run_1/cell_density.png
Drawn at 4 px/um. 7 x 9 tiles, from dark blue (low) to red (high), 0 to 100% covered.
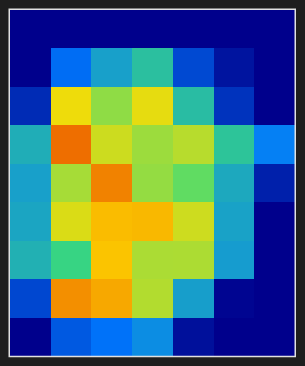
run_1/io_fan.png
Drawn at 4 px/um.
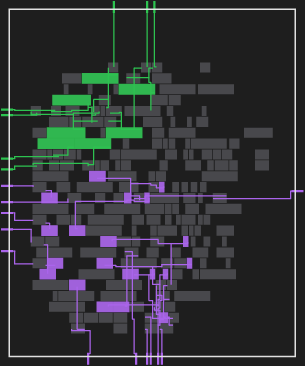
run_1/placement.png
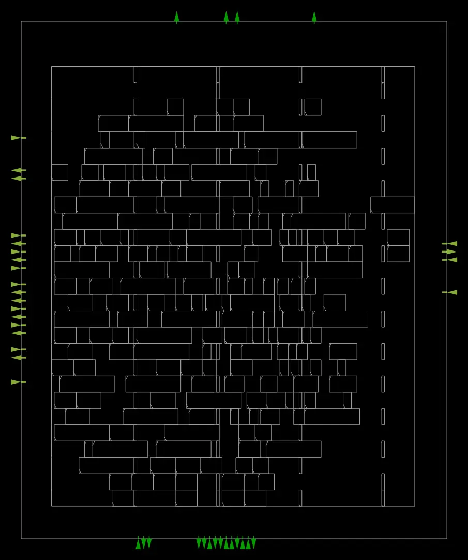
[src/rtl/song_sequencer.sv]
// Song ROM sequencer: walks one song's {note, duration} entries and times each note against beat.
// Define SONG_SEQ_LOOP_EN to wrap at the last entry with a one-cycle song_done pulse.
module song_sequencer #(
    parameter int NOTE_W = 6,
    parameter int DUR_W  = 6,
    parameter int IDX_W  = 5,
    parameter int SONG_W = 2
) (
    input  logic                     clk,
    input  logic                     reset,
    input  logic                     play,
    input  logic [SONG_W-1:0]        song,
    input  logic                     beat,
    output logic [SONG_W+IDX_W-1:0]  rom_addr,
    input  logic [NOTE_W+DUR_W-1:0]  rom_dout,
    output logic [NOTE_W-1:0]        note,
    output logic [DUR_W-1:0]         duration,
    output logic                     new_note,
    output logic                     playing,
    output logic                     song_done
);

    localparam logic [2:0] S_IDLE  = 3'd0;
    localparam logic [2:0] S_FETCH = 3'd1;
    localparam logic [2:0] S_WAIT  = 3'd2;
    localparam logic [2:0] S_LOAD  = 3'd3;
    localparam logic [2:0] S_PLAY  = 3'd4;
    localparam logic [2:0] S_NEXT  = 3'd5;

    logic [2:0]        state;
    logic [SONG_W-1:0] song_q;
    logic [IDX_W-1:0]  idx;
    logic [DUR_W-1:0]  cnt;
    logic [NOTE_W-1:0] note_f;
    logic [DUR_W-1:0]  dur_f;

    assign note_f   = rom_dout[NOTE_W+DUR_W-1:DUR_W];
    assign dur_f    = rom_dout[DUR_W-1:0];
    // Address comes straight from the song/index flops, so it is stable from FETCH through LOAD.
    assign rom_addr = {song_q, idx};
    assign playing  = (state == S_PLAY) && play;

    always_ff @(posedge clk or posedge reset) begin
        if (reset) begin
            state     <= S_IDLE;
            song_q    <= '0;
            idx       <= '0;
            cnt       <= '0;
            note      <= '0;
            duration  <= '0;
            new_note  <= 1'b0;
            song_done <= 1'b0;
        end else begin
            new_note <= 1'b0;
`ifdef SONG_SEQ_LOOP_EN
            song_done <= 1'b0;
`endif
            // A song change overrides whatever the machine was doing.
            if (song != song_q) begin
                song_q    <= song;
                idx       <= '0;
                cnt       <= '0;
                song_done <= 1'b0;
                state     <= play ? S_FETCH : S_IDLE;
            end else begin
                case (state)
                    S_IDLE:  if (play && !song_done) state <= S_FETCH;
                    S_FETCH: state <= S_WAIT;
                    S_WAIT:  state <= S_LOAD;
                    S_LOAD: begin
                        if (dur_f == '0) begin
                            state <= S_NEXT;
                        end else begin
                            note     <= note_f;
                            duration <= dur_f;
                            cnt      <= dur_f;
                            new_note <= 1'b1;
                            state    <= S_PLAY;
                        end
                    end
                    S_PLAY: begin
                        // cnt is never 0 here: LOAD only enters PLAY with a nonzero duration.
                        if (beat && play) begin
                            cnt <= cnt - 1'b1;
                            if (cnt == DUR_W'(1)) state <= S_NEXT;
                        end
                    end
                    S_NEXT: begin
                        if (idx == '1) begin
                            song_done <= 1'b1;
`ifdef SONG_SEQ_LOOP_EN
                            idx   <= '0;
                            state <= S_FETCH;
`else
                            state <= S_IDLE;
`endif
                        end else begin
                            idx   <= idx + 1'b1;
                            state <= S_FETCH;
                        end
                    end
                    default: state <= S_IDLE;
                endcase
            end
        end
    end

endmodule

[config.mk]
export PLATFORM = sky130hd
export DESIGN_NAME = song_sequencer
export DESIGN_NICKNAME = d
export VERILOG_FILES = /design/src/rtl/song_sequencer.sv
export SDC_FILE = /design/constraint.sdc
export NUM_CORES = 1
export LEC_CHECK = 0
export CELL_PAD_IN_SITES_DETAIL_PLACEMENT = 0
export CELL_PAD_IN_SITES_GLOBAL_PLACEMENT = 1
export CORE_ASPECT_RATIO = 1.25
export CORE_MARGIN = 5
export CORE_UTILIZATION = 33
export CTS_CLUSTER_SIZE = 28
export DETAILED_ROUTE_END_ITERATION = 12
export PLACE_DENSITY = 0.86
export SLEW_MARGIN = 5
export SYNTH_ARGS = -nofsm -noshare
export SYNTH_HDL_FRONTEND = slang
export SYNTH_SLANG_ARGS = --single-unit
[constraint.sdc]
create_clock -name clk -period 1.9 [get_ports clk]
set_input_delay 0.38 -clock clk [delete_from_list [all_inputs] [get_ports clk]]
set_output_delay 0.38 -clock clk [all_outputs]
set_load 0.05 [all_outputs]
==> results.tsv, run 1 <==
stage	metric	value	unit
sta	min cycle time layout	1830	ps
global_routing	GRT Util Overall	0.125	
global_routing	vias in the first global route	1334	
sta	RSZ-0062 raised after global routing	no	
yosys	Avg Inst Size Synth	10.6	um^2
placed_design	port bufs	39	
drt	drt drc	0	
yosys	yosys stat cell total	146	
power	Clk pwr share	0.245	
clocking	CTS tree	done	
yosys	Unique cell types	43	
setup_path	CP endpoint kind	output port	
yosys	post-synth tally of flip-flops with integrated enable	0	
placed_design	dpl cells	246	
placed_design	DP HPWL	2.63	mm
clocking	CTS Hold Bufs	0	
final_layout	# diodes	0	
final_layout	Layout Utilization	0.492	
final_layout	Storage cell area	753	um^2
placed_design	Area after DPL	2090	um^2
final_layout	Final Cell Area	2200	um^2
sta	Fin. Hold Viols	0	
clocking	H-tree depth	2	
setup_path	Worst Path Required	1520	ps
job	max_cap viols	0	
setup_path	Arr. time, crit path	1450	ps
power	pwr/cell area	1120	nW/um^2
final_layout	combinational gate area	728	um^2
sta	Slew @ Worst Pin	537	ps
placed_design	worst slack, placed	-168	ps
yosys	Async S/R FF share, synth	1.00	
power	switching power total	0.939	mW
clocking	TritonCTS sink count	30	
sta	fin crit share	0.964	
setup_path	Buf/Inv on CP	1	
sta	max-slew violations	0	
final_layout	Layout Nets	217	
clocking	Num CTS Buffers	5	
clocking	# Post-CTS Setup Buffers	0	
drt	drt pass-1 iters	4	
global_routing	total grt overflow	0	
sta	Peak Freq	546	MHz
power	Flop pwr share	0.347	
placed_design	GP Congestion	0.833	
floorplanning	Ports	40	
job	tool warning count	28	
power	worst vdd ir	0.00103	V
global_routing	initial antenna violation count	0	
power	Internal Pwr Total	1.51	mW
sta	setup TNS	0	ps
power	Sw Share	0.383	
yosys	yosys warning tally	0	
clocking	CTS root buf	clkbuf_8	
final_layout	fin cells	254	
drt	average wire per standard cell	13.8	um
global_routing	largest net degree at the start of global routing	31	
setup_path	worst path cell trace	clkdlybuf4s50_1	
sta	Slew HR	0.641	
clocking	post-CTS sizing	0	
yosys	Syn Std Cell Area	1540	um^2
setup_path	slowest stage cell, crit path	clkdlybuf4s50_1	
sta	# setup viols final	0	
yosys	ys flops	30	
setup_path	CP Max Fanout	2	
power	combinational share of power	0.408	
power	Leakage	0.938	nW
sta	post-route setup slack	69.1	ps
global_routing	first-pass GRT wire length	6.12	mm
floorplanning	Die Ht	86.4	um
sta	clk_skew	9.63	ps
floorplanning	Die Wd	71.2	um
setup_path	CP top delay family	buffers and inverters	
setup_path	Max stage delay on crit path	820	ps
final_layout	number of fill cells in the layout	439	
setup_path	startpoint types	flip-flop	
yosys	Synth Seq Share	0.487	
clocking	Clock Path Buffers	2	
min_path	min-delay worst type	primary input to asynchronous set/reset pin	
drt	vias	1277	
floorplanning	chip footprint	6150	um^2
final_layout	synthesis-to-finish area growth	42.3	%
clocking	clk ins delay skew pair	280	ps
drt	ANT nets after route	0	
drt	drt initial violations	58	
clocking	clk slew on worst S/H paths	70	ps
final_layout	layout cells sized above 1	0.286	
setup_path	crit path kind	flip-flop to output port	
floorplanning	Starting Density	0.346	
drt	Total Routed Length	3.50	mm
outcome	status	complete, no violations	
yosys	Mapped Cells	146	
yosys	dominant register cell	dfrtp_1	
floorplanning	core area	4460	um^2
drt	Vias per Instance	5.03	
yosys	yosys stat chip area	1540	um^2
yosys	Syn Nets	168	
Notes on cell_density.png above:
- fullest tile: 88%
- nearly empty tiles: 27%
- densest ninth of the die: center
- emptiest ninth of the die: upper right
- mean over tiles: 35%
- tiles over 75% full: 11%

Notes on io_fan.png above:
- rom_dout: purple (direction input; end cells 20; buffers 17; wire 402 um)
- rom_addr: green (direction output; end cells 7; buffers 7; wire 228 um)

Notes on placement.png above:
Cell Rows: 27
flop count: 30

## run 1: cell type report
class                      instances  share of cell area
tap                               58              0.0330
inverter                           7              0.0120
sequential                        30               0.343
clock buffer                       8              0.0501
timing repair buffer              53               0.230
multi-input combinational         98               0.332
## run 1: per-stage QoR
step | power (mW) | hold slack, ps
after floorplan | 1.50 | 471
after global placement | 1.86 | 480
after detailed placement | 1.87 | 491
after CTS | 2.49 | 479
after global routing | 2.58 | 514
final | 2.45 | 474
## run 1: final timing paths
kind | from | to | slack, ps | depth (start not counted)
max | duration[4] | duration[4] | 70 | 1
min | reset | cnt[4] | 470 | 3
max reg2reg | idx[0] | idx[3] | 140 | 7
min reg2reg | duration[3] | duration[3] | 500 | 1
max in group asynchronous | reset | idx[1] | 1120 | 3
min in group clk | duration[3] | duration[3] | 500 | 1
## run 1: cells in the mapped netlist (2+ instances only)
cell type | n | area (um^2)
mux2i_1 | 2 | 20.0
inv_1 | 7 | 26.3
nor2_1 | 13 | 48.8
o21ai_1 | 2 | 10.0
xnor2_1 | 4 | 35.0
nand4_1 | 2 | 12.5
dfrtp_1 | 30 | 751
ha_1 | 4 | 50.1
xor2_1 | 2 | 17.5
nand2_1 | 11 | 41.3
clkbuf_1 | 5 | 18.8
nand3b_1 | 2 | 15.0
nand3_1 | 6 | 30.0
a31oi_1 | 2 | 12.5
a221o_1 | 3 | 30.0
mux2_2 | 11 | 124
a21oi_1 | 9 | 45.0
buf_2 | 4 | 20.0
nor3_1 | 3 | 15.0
## run 1: state kept, by name, indices dropped and copies added, names as in the netlist
register   cells
song_q         2
duration       6
cnt            6
song_done      1
idx            5
note           6
state          3
new_note       1
## run 1: per-layer routing
layer  track usage  up-vias  share of wire
li1              -      611              -
met1         0.153      614           0.43
met2         0.202       46           0.48
met3        0.0464        6          0.077
met4        0.0427        0          0.015
met5             0        -              0
## run 1: cell usage in the layout (no fill, tap or decap), drive strengths merged, types with 3 or more instances in the layout
| master | n |
|---|---|
| a21oi | 9 |
| a221o | 4 |
| buf | 25 |
| clkbuf | 8 |
| clkdlybuf4s50 | 28 |
| dfrtp | 30 |
| ha | 4 |
| inv | 7 |
| mux2 | 12 |
| nand2 | 11 |
| nand3 | 7 |
| nor2 | 13 |
| nor3 | 3 |
| o21ai | 3 |
| xnor2 | 4 |
## run 1: logic make-up (layout without fill, tap and decap cells)
group	after synthesis	count (layout)	share of synthesized area
AND/OR/NAND/NOR	47	47	0.165
flip-flops	30	30	0.487
AND-OR/OR-AND	27	27	0.127
buffers and inverters	18	68	0.0543
multiplexers	14	14	0.101
XOR/XNOR	6	6	0.0341
adder cells (fa/ha/maj)	4	4	0.0324
## run 1: power groups by stage
stage	combinational (mW)	clock [mW]	sequential, mW
floorplan	0.207	0	1.30
CTS	1.01	0.624	0.854
global route	1.05	0.656	0.873
finish	1.00	0.600	0.851
global placement	1.00	0	0.858
detailed placement	1.01	0	0.865
run_1/sizes.png
Drawn at 4 px/um.
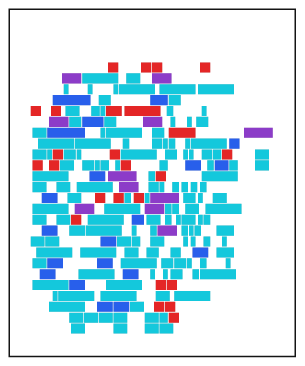

--- run 2 (diff from run 1) ---
--- a/config.mk
+++ b/config.mk
@@ -12,7 +12,7 @@
 export CORE_UTILIZATION = 33
 export CTS_CLUSTER_SIZE = 28
 export DETAILED_ROUTE_END_ITERATION = 12
-export PLACE_DENSITY = 0.86
+export PLACE_DENSITY_LB_ADDON = 0.08
 export SLEW_MARGIN = 5
 export SYNTH_ARGS = -nofsm -noshare
 export SYNTH_HDL_FRONTEND = slang
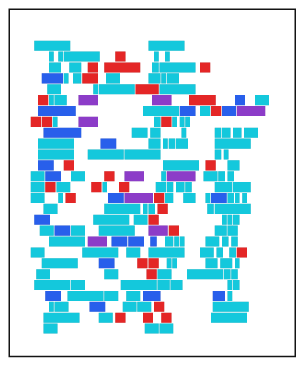
run_2/sizes.png
Drawn at 4 px/um.
- _0 and _1 cells: cyan (cells 138; most used dfrtp_1)
- _2 cells: blue (cells 21; most used mux2_2)
- _3 and _4 cells: red (cells 31; most used buf_4)
- _6 and larger: purple (cells 9; most used clkbuf_8)

==> run 2 against run 1 <==
  * Sequential share of layout area shrank 0.14 points
  * Core utilization up 0.20 points
  * Via count grew 0.63%
  * Highest routed layer unchanged
==> results.tsv, run 2 <==
stage	metric	value	unit	change
yosys	Async S/R FF share, synth	1.00		unchanged
final_layout	Top Registers	cnt (6), duration (6), note (6)		
clocking	TritonCTS sink count	30		unchanged
setup_path	crit path kind	primary input to flip-flop		
power	Clk pwr share	0.217		-0.028
job	max_cap viols	0		unchanged
yosys	post-synth tally of flip-flops with integrated enable	0		unchanged
final_layout	fin cells	257		+1.2%
floorplanning	Die Ht	86.4	um	unchanged
sta	Peak Freq	546	MHz	about the same
yosys	yosys stat chip area	1540	um^2	unchanged
yosys	Cell area leaders	dfrtp_1, mux2_2, ha_1, nor2_1, a21oi_1		
clocking	clk ins delay skew pair	270	ps	about the same
yosys	Synth Seq Share	0.487		unchanged
placed_design	worst slack, placed	-273	ps	-105 ps
outcome	status	complete, no violations		
global_routing	largest net degree at the start of global routing	31		unchanged
yosys	Syn Nets	168		unchanged
placed_design	port bufs	39		unchanged
clocking	H-tree depth	2		unchanged
drt	average wire per standard cell	14.5	um	+5.5%
final_layout	Layout Nets	220		+1.4%
global_routing	first-pass GRT wire length	6.52	mm	+6.5%
clocking	Num CTS Buffers	5		unchanged
yosys	Synth top cell by count	dfrtp_1		
final_layout	layout cells sized above 1	0.307		+0.0208
final_layout	Layout Utilization	0.494		+0.00196
sta	min cycle time layout	1830	ps	+0.884 ps
drt	vias	1285		+0.63%
floorplanning	core area	4460	um^2	unchanged
global_routing	vias in the first global route	1376		+3.1%
clocking	Clock Path Buffers	2		unchanged
power	combinational share of power	0.421		+0.013
clocking	post-CTS sizing	0		unchanged
setup_path	Arr. time, crit path	1990	ps	+540 ps
sta	Slew @ Worst Pin	535	ps	-2.22 ps
sta	clk_skew	3.83	ps	-5.80 ps
yosys	Unique cell types	43		unchanged
clocking	clk slew on worst S/H paths	60	ps	about the same
final_layout	synthesis-to-finish area growth	42.9	%	
final_layout	Top cell excl fill/tap	dfrtp_1		
placed_design	dpl cells	249		+1.2%
floorplanning	Starting Density	0.346		unchanged
yosys	ys flops	30		unchanged
setup_path	CP Max Fanout	13		+11
placed_design	Area after DPL	2100	um^2	+0.84%
setup_path	Worst Path Required	2060	ps	+540 ps
drt	drt pass-1 iters	4		unchanged
final_layout	Final Cell Area	2200	um^2	+0.40%
placed_design	GP Congestion	0.735		-12%
drt	Vias per Instance	5.00		-0.55%
power	PnR Total Power	2.38	mW	-3.1%
floorplanning	Cell Rows	27		unchanged
sta	# setup viols final	0		unchanged
yosys	Mapped Cells	146		unchanged
sta	Slew HR	0.642		+0.00149
floorplanning	Die Wd	71.2	um	unchanged
sta	post-route setup slack	68.2	ps	-0.883 ps
job	tool warning count	28		unchanged
sta	Fin Hold WS	484	ps	+9.35 ps
sta	fin crit share	0.964		about the same
setup_path	CP top delay family	buffers and inverters		
power	Internal Pwr Total	1.44	mW	-5.1%
setup_path	Buf/Inv on CP	3		+2
clocking	CTS tree	done		
drt	Total Routed Length	3.73	mm	+6.8%
final_layout	most frequent cells in the layout	dfrtp_1, buf_4, clkdlybuf4s50_1, nor2_1		
floorplanning	Ports	40		unchanged
sta	RSZ-0062 raised after global routing	no		
drt	drt drc	0		unchanged
power	Flop pwr share	0.362		+0.015
global_routing	total grt overflow	0		unchanged
clocking	CTS root buf	clkbuf_8		
setup_path	worst path cell trace	clkdlybuf4s50_1 > nor4_2 > buf_4 > a21oi_1 > nand2_1 > buf_12 > mux2_2		
floorplanning	chip footprint	6150	um^2	unchanged
==> run 2: cell count changes in the layout (fill, tap and decap cells not counted) <==
| cell | before | now |
|---|---|---|
| nor4_2 | 0 | 1 |
| clkbuf_1 | 0 | 1 |
| clkbuf_8 | 8 | 6 |
| buf_4 | 22 | 27 |
| nor4_1 | 1 | 0 |
| and4bb_4 | 0 | 1 |
| and4bb_2 | 1 | 0 |
| clkinv_2 | 0 | 1 |
| clkdlybuf4s50_1 | 28 | 26 |
==> run 2: kinds of logic (layout without fill, tap and decap cells) <==
group / after synthesis / in the layout / share of synthesized area
DFF: 30 / 30 / 0.487
and+or+nand+nor: 47 / 47 / 0.165
AOI/OAI and AO/OA: 27 / 27 / 0.127
xor gates and xnor gates: 6 / 6 / 0.0341
adders and majority gates: 4 / 4 / 0.0324
buffers and inverters: 18 / 71 / 0.0543
muxes: 14 / 14 / 0.101
==> run 2: path summary, 6_finish.rpt <==
kind,startpoint,to,slack [ps],cells past startpoint
setup / recovery,rom_dout[4],duration[4],70,7
hold / removal,reset,duration[5],480,3
setup reg to reg,idx[0],idx[3],150,7
hold reg to reg,note[1],note[1],500,1
max in group asynchronous,reset,idx[1],1110,3
min in group clk,note[1],note[1],500,1
==> run 2: metal layers <==
metal | vias to the layer above | wire length [um] | global-route usage
li1 | 619 | - | -
met1 | 626 | 1530 | 0.146
met2 | 33 | 1900 | 0.230
met3 | 7 | 223 | 0.0557
met4 | 0 | 77 | 0.0513
met5 | - | 0 | 0
==> run 2: power groups by stage <==
stage / registers [mW] / logic [mW] / clock network [mW]
after floorplan: 1.30 / 0.207 / 0
after global placement: 0.861 / 1.00 / 0
after detailed placement: 0.871 / 1.01 / 0
after CTS: 0.863 / 1.01 / 0.540
after global routing: 0.879 / 1.05 / 0.575
final: 0.861 / 1.00 / 0.515
==> run 2: area by class of cell <==
| cell class | instances | area, um^2 |
|---|---|---|
| fillers | 437 | 2250 |
| clock inverters | 1 | 5.00 |
| well taps | 58 | 72.6 |
| clock buffers | 7 | 86.3 |
| repair buffers | 56 | 523 |
| flip-flops and latches | 30 | 753 |
| inverters | 7 | 26.3 |
| multi-input cells | 98 | 738 |
==> run 2: worst reg2reg max path: stages (launching register included) <==
cell and delay (ps):
dfrtp_2 440, ha_2 200, and3_4 180, ha_4 160, and4bb_4 350, nand4_1 120
xor2_1 150, nor2_1 50
run_2/placement.png
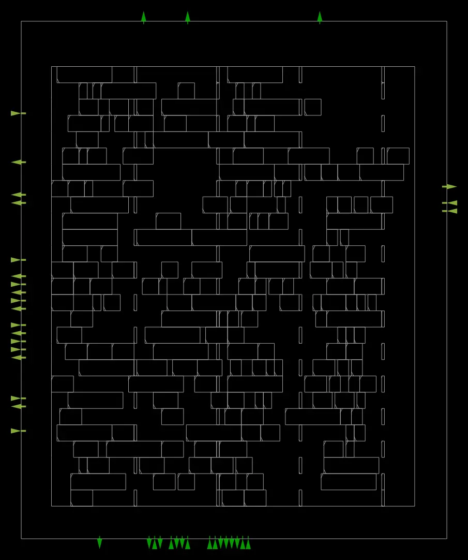

--- run 3 (diff from run 2) ---
--- a/config.mk
+++ b/config.mk
@@ -5,11 +5,12 @@
 export SDC_FILE = /design/constraint.sdc
 export NUM_CORES = 1
 export LEC_CHECK = 0
+export ABC_AREA = 1
 export CELL_PAD_IN_SITES_DETAIL_PLACEMENT = 0
 export CELL_PAD_IN_SITES_GLOBAL_PLACEMENT = 1
 export CORE_ASPECT_RATIO = 1.25
 export CORE_MARGIN = 5
-export CORE_UTILIZATION = 33
+export CORE_UTILIZATION = 32
 export CTS_CLUSTER_SIZE = 28
 export DETAILED_ROUTE_END_ITERATION = 12
 export PLACE_DENSITY_LB_ADDON = 0.08
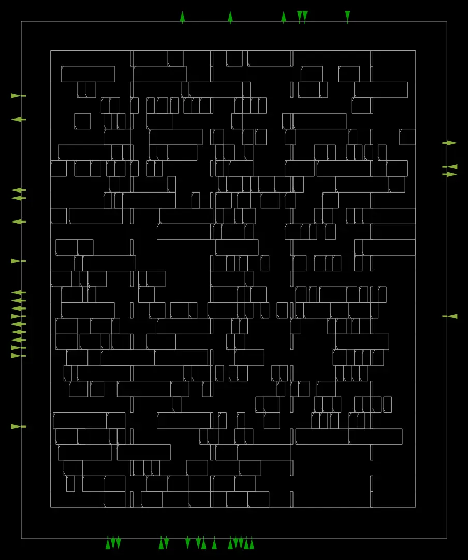
run_3/placement.png
Layout Utilization: 0.443
fin cells: 321

==> run 3 against run 2 <==
  * Clock power fell by 5.8%
  * Via count rose by 8.8%
  * Critical path depth fell by 6
  * Worst hold slack got worse by 15 ps
  * First-iteration DRC count rose by 27%
  * Sequential share of layout area fell by 0.11 points
  * Worst setup slack improved by 13 ps
  * Critical path type is now flip-flop to output port
  * Non-clock buffer count fell by 6
  * Critical endpoint is now duration[4]
  * Sequential power fell by 2%
  * Clock skew rose by 6.8 ps
  * Synthesized cell count rose by 42%
  * Routed wire length rose by 2.5%
==> results.tsv, run 3 <==
stage	metric	value	unit	change
sta	Peak Freq	550	MHz	+0.74%
yosys	Syn Nets	229		+36%
drt	drt drc	0		unchanged
global_routing	first-pass GRT wire length	6.58	mm	+0.95%
final_layout	Top Registers	cnt (6), duration (6), note (6)		
final_layout	Storage cell area	751	um^2	-0.33%
global_routing	initial antenna violation count	0		
outcome	status	complete, no violations		
yosys	ys flops	30		unchanged
placed_design	worst slack, placed	9.90	ps	+283 ps
yosys	yosys stat cell total	207		
placed_design	GP Congestion	0.740		+0.67%
yosys	Synth top cell by count	nand2_1		
setup_path	Arr. time, crit path	1440	ps	-550 ps
clocking	clk ins delay skew pair	280	ps	about the same
global_routing	total grt overflow	0		unchanged
sta	Fin Hold WS	469	ps	-14.9 ps
job	max_cap viols	0		unchanged
clocking	CTS root buf	clkbuf_8		
floorplanning	Starting Density	0.324		-0.0215
power	pwr/cell area	1050	nW/um^2	
drt	Vias per Instance	4.36		-13%
clocking	post-CTS sizing	0		unchanged
setup_path	slowest stage cell, crit path	clkdlybuf4s50_1		
yosys	post-synth tally of flip-flops with integrated enable	0		unchanged
yosys	yosys warning tally	0		
job	tool warning count	27		-3.6%
final_layout	number of fill cells in the layout	501		+15%
drt	ANT nets after route	0		
clocking	clk slew on worst S/H paths	70	ps	about the same
min_path	min-delay worst type	primary input to asynchronous set/reset pin		
clocking	H-tree depth	2		unchanged
setup_path	Max stage delay on crit path	810	ps	
placed_design	DP HPWL	2.89	mm	
sta	Slew @ Worst Pin	500	ps	-34.3 ps
setup_path	worst path cell trace	clkdlybuf4s50_1		
final_layout	# diodes	0		
floorplanning	Die Wd	73.5	um	+3.3%
sta	Slew HR	0.665		+0.0229
global_routing	GRT Util Overall	0.131		
sta	max-slew violations	0		
clocking	TritonCTS sink count	30		unchanged
sta	setup TNS	0	ps	
power	Leakage	1.11	nW	
setup_path	CP top delay family	buffers and inverters		
drt	drt pass-1 iters	4		unchanged
final_layout	Layout Nets	281		+28%
drt	vias	1398		+8.8%
placed_design	port bufs	39		unchanged
sta	Fin. Hold Viols	0		
clocking	CTS tree	done		
clocking	Clock Path Buffers	2		unchanged
sta	min cycle time layout	1820	ps	-13.4 ps
setup_path	CP Max Fanout	2		-11
sta	# setup viols final	0		unchanged
sta	post-route setup slack	81.6	ps	+13.4 ps
sta	clk_skew	10.6	ps	+6.81 ps
drt	drt initial violations	42		
final_layout	Top cell excl fill/tap	nand2_1		
yosys	synth cell count leaders	nand2_1, inv_1, dfrtp_1		
floorplanning	Cell Rows	29		+7.4%
yosys	Synth Seq Share	0.465		-0.0211
clocking	Num CTS Buffers	5		unchanged
yosys	Avg Inst Size Synth	7.79	um^2	
yosys	Cell area leaders	dfrtp_1, nand2_1, inv_1, nor2_1, o21ai_2		
setup_path	CP endpoint kind	output port		
yosys	Async S/R FF share, synth	1.00		unchanged
final_layout	synthesis-to-finish area growth	36.7	%	
power	PnR Total Power	2.32	mW	-2.4%
sta	RSZ-0062 raised after global routing	no		
yosys	top cell type by total area after synthesis	dfrtp_1		
drt	Total Routed Length	3.83	mm	+2.5%
setup_path	Buf/Inv on CP	1		-2
yosys	yosys stat chip area	1610	um^2	+4.5%
yosys	Syn Std Cell Area	1610	um^2	
clocking	CTS Hold Bufs	0		
final_layout	most frequent cells in the layout	nand2_1, inv_1, dfrtp_1, clkdlybuf4s50_1, nor2_1		
global_routing	vias in the first global route	1433		+4.1%
drt	average wire per standard cell	11.9	um	-18%
power	worst vdd ir	0.000763	V	
global_routing	largest net degree at the start of global routing	31		unchanged
floorplanning	Ports	40		unchanged
floorplanning	Die Ht	89.4	um	+3.4%
floorplanning	chip footprint	6570	um^2	+6.8%
yosys	Top cell area share	0.465		
sta	fin crit share	0.957		-0.00708
final_layout	combinational gate area	707	um^2	-4.2%
setup_path	startpoint types	flip-flop		
clocking	# Post-CTS Setup Buffers	0		
floorplanning	core area	4970	um^2	+11%
yosys	Mapped Cells	207		+42%
yosys	dominant register cell	dfrtp_1		
final_layout	layout cells sized above 1	0.174		-0.133
yosys	Unique cell types	23		-47%
setup_path	Worst Path Required	1520	ps	-540 ps
setup_path	crit path kind	flip-flop to output port		
[run 3: cell count changes after synthesis, sizes merged, moves of 3 or more]
cell    before  now
nand2       11   58
inv          7   32
o21ai        3   20
nor2        13   29
mux2        12    0
nand3        7   15
a21oi        9    4
a221o        4    0
buf          6    3
clkbuf       5    2
[run 3: cells by family after synthesis]
group | share of synthesized area
simple gates | 0.289
buf+inv | 0.0962
flops | 0.465
compound gates | 0.102
fa+ha+maj | 0.0310
xor+xnor | 0.0163
[run 3: area by class of cell]
type,count,area share
multi-input combinational,140,0.321
clock buffer,5,0.0312
clock inverter,2,0.00454
timing repair buffer,50,0.213
sequential,30,0.341
inverter,32,0.0545
tap,62,0.0352
[run 3: path summary, 6_finish.rpt]
kind | start | slack, ps | depth (start not counted) | end
worst max register to register | idx[0] | 220 | 9 | idx[0]
max in group asynchronous | reset | 1120 | 3 | duration[2]
worst min-delay path | reset | 470 | 3 | idx[3]
min in group clk | cnt[1] | 510 | 2 | cnt[1]
worst max-delay path | duration[4] | 80 | 1 | duration[4]
worst min register to register | cnt[1] | 510 | 2 | cnt[1]
[run 3: power by group]
part | switching [mW] | total [mW] | internal (mW) | leakage, nW
clock network | 0.240 | 0.485 | 0.245 | 0.0438
registers | 0.0801 | 0.847 | 0.767 | 0.374
logic | 0.640 | 0.988 | 0.348 | 0.688
[run 3: routing by layer]
metal	track usage	vias to the layer above	part of all wire
met3	0.0416	4	0.057
met4	0.0544	0	0.016
met2	0.212	29	0.48
li1	-	747	-
met5	0	-	0
met1	0.161	618	0.44
[run 3: through the flow]
stage | instances | area, um^2
after global routing | 321 | 2200
after detailed placement | 314 | 2130
after global placement | 314 | 2130
after floorplan | 207 | 1610
final | 321 | 2200
after CTS | 321 | 2200
No activity file was given, so power comes from the tool's default toggle rates.
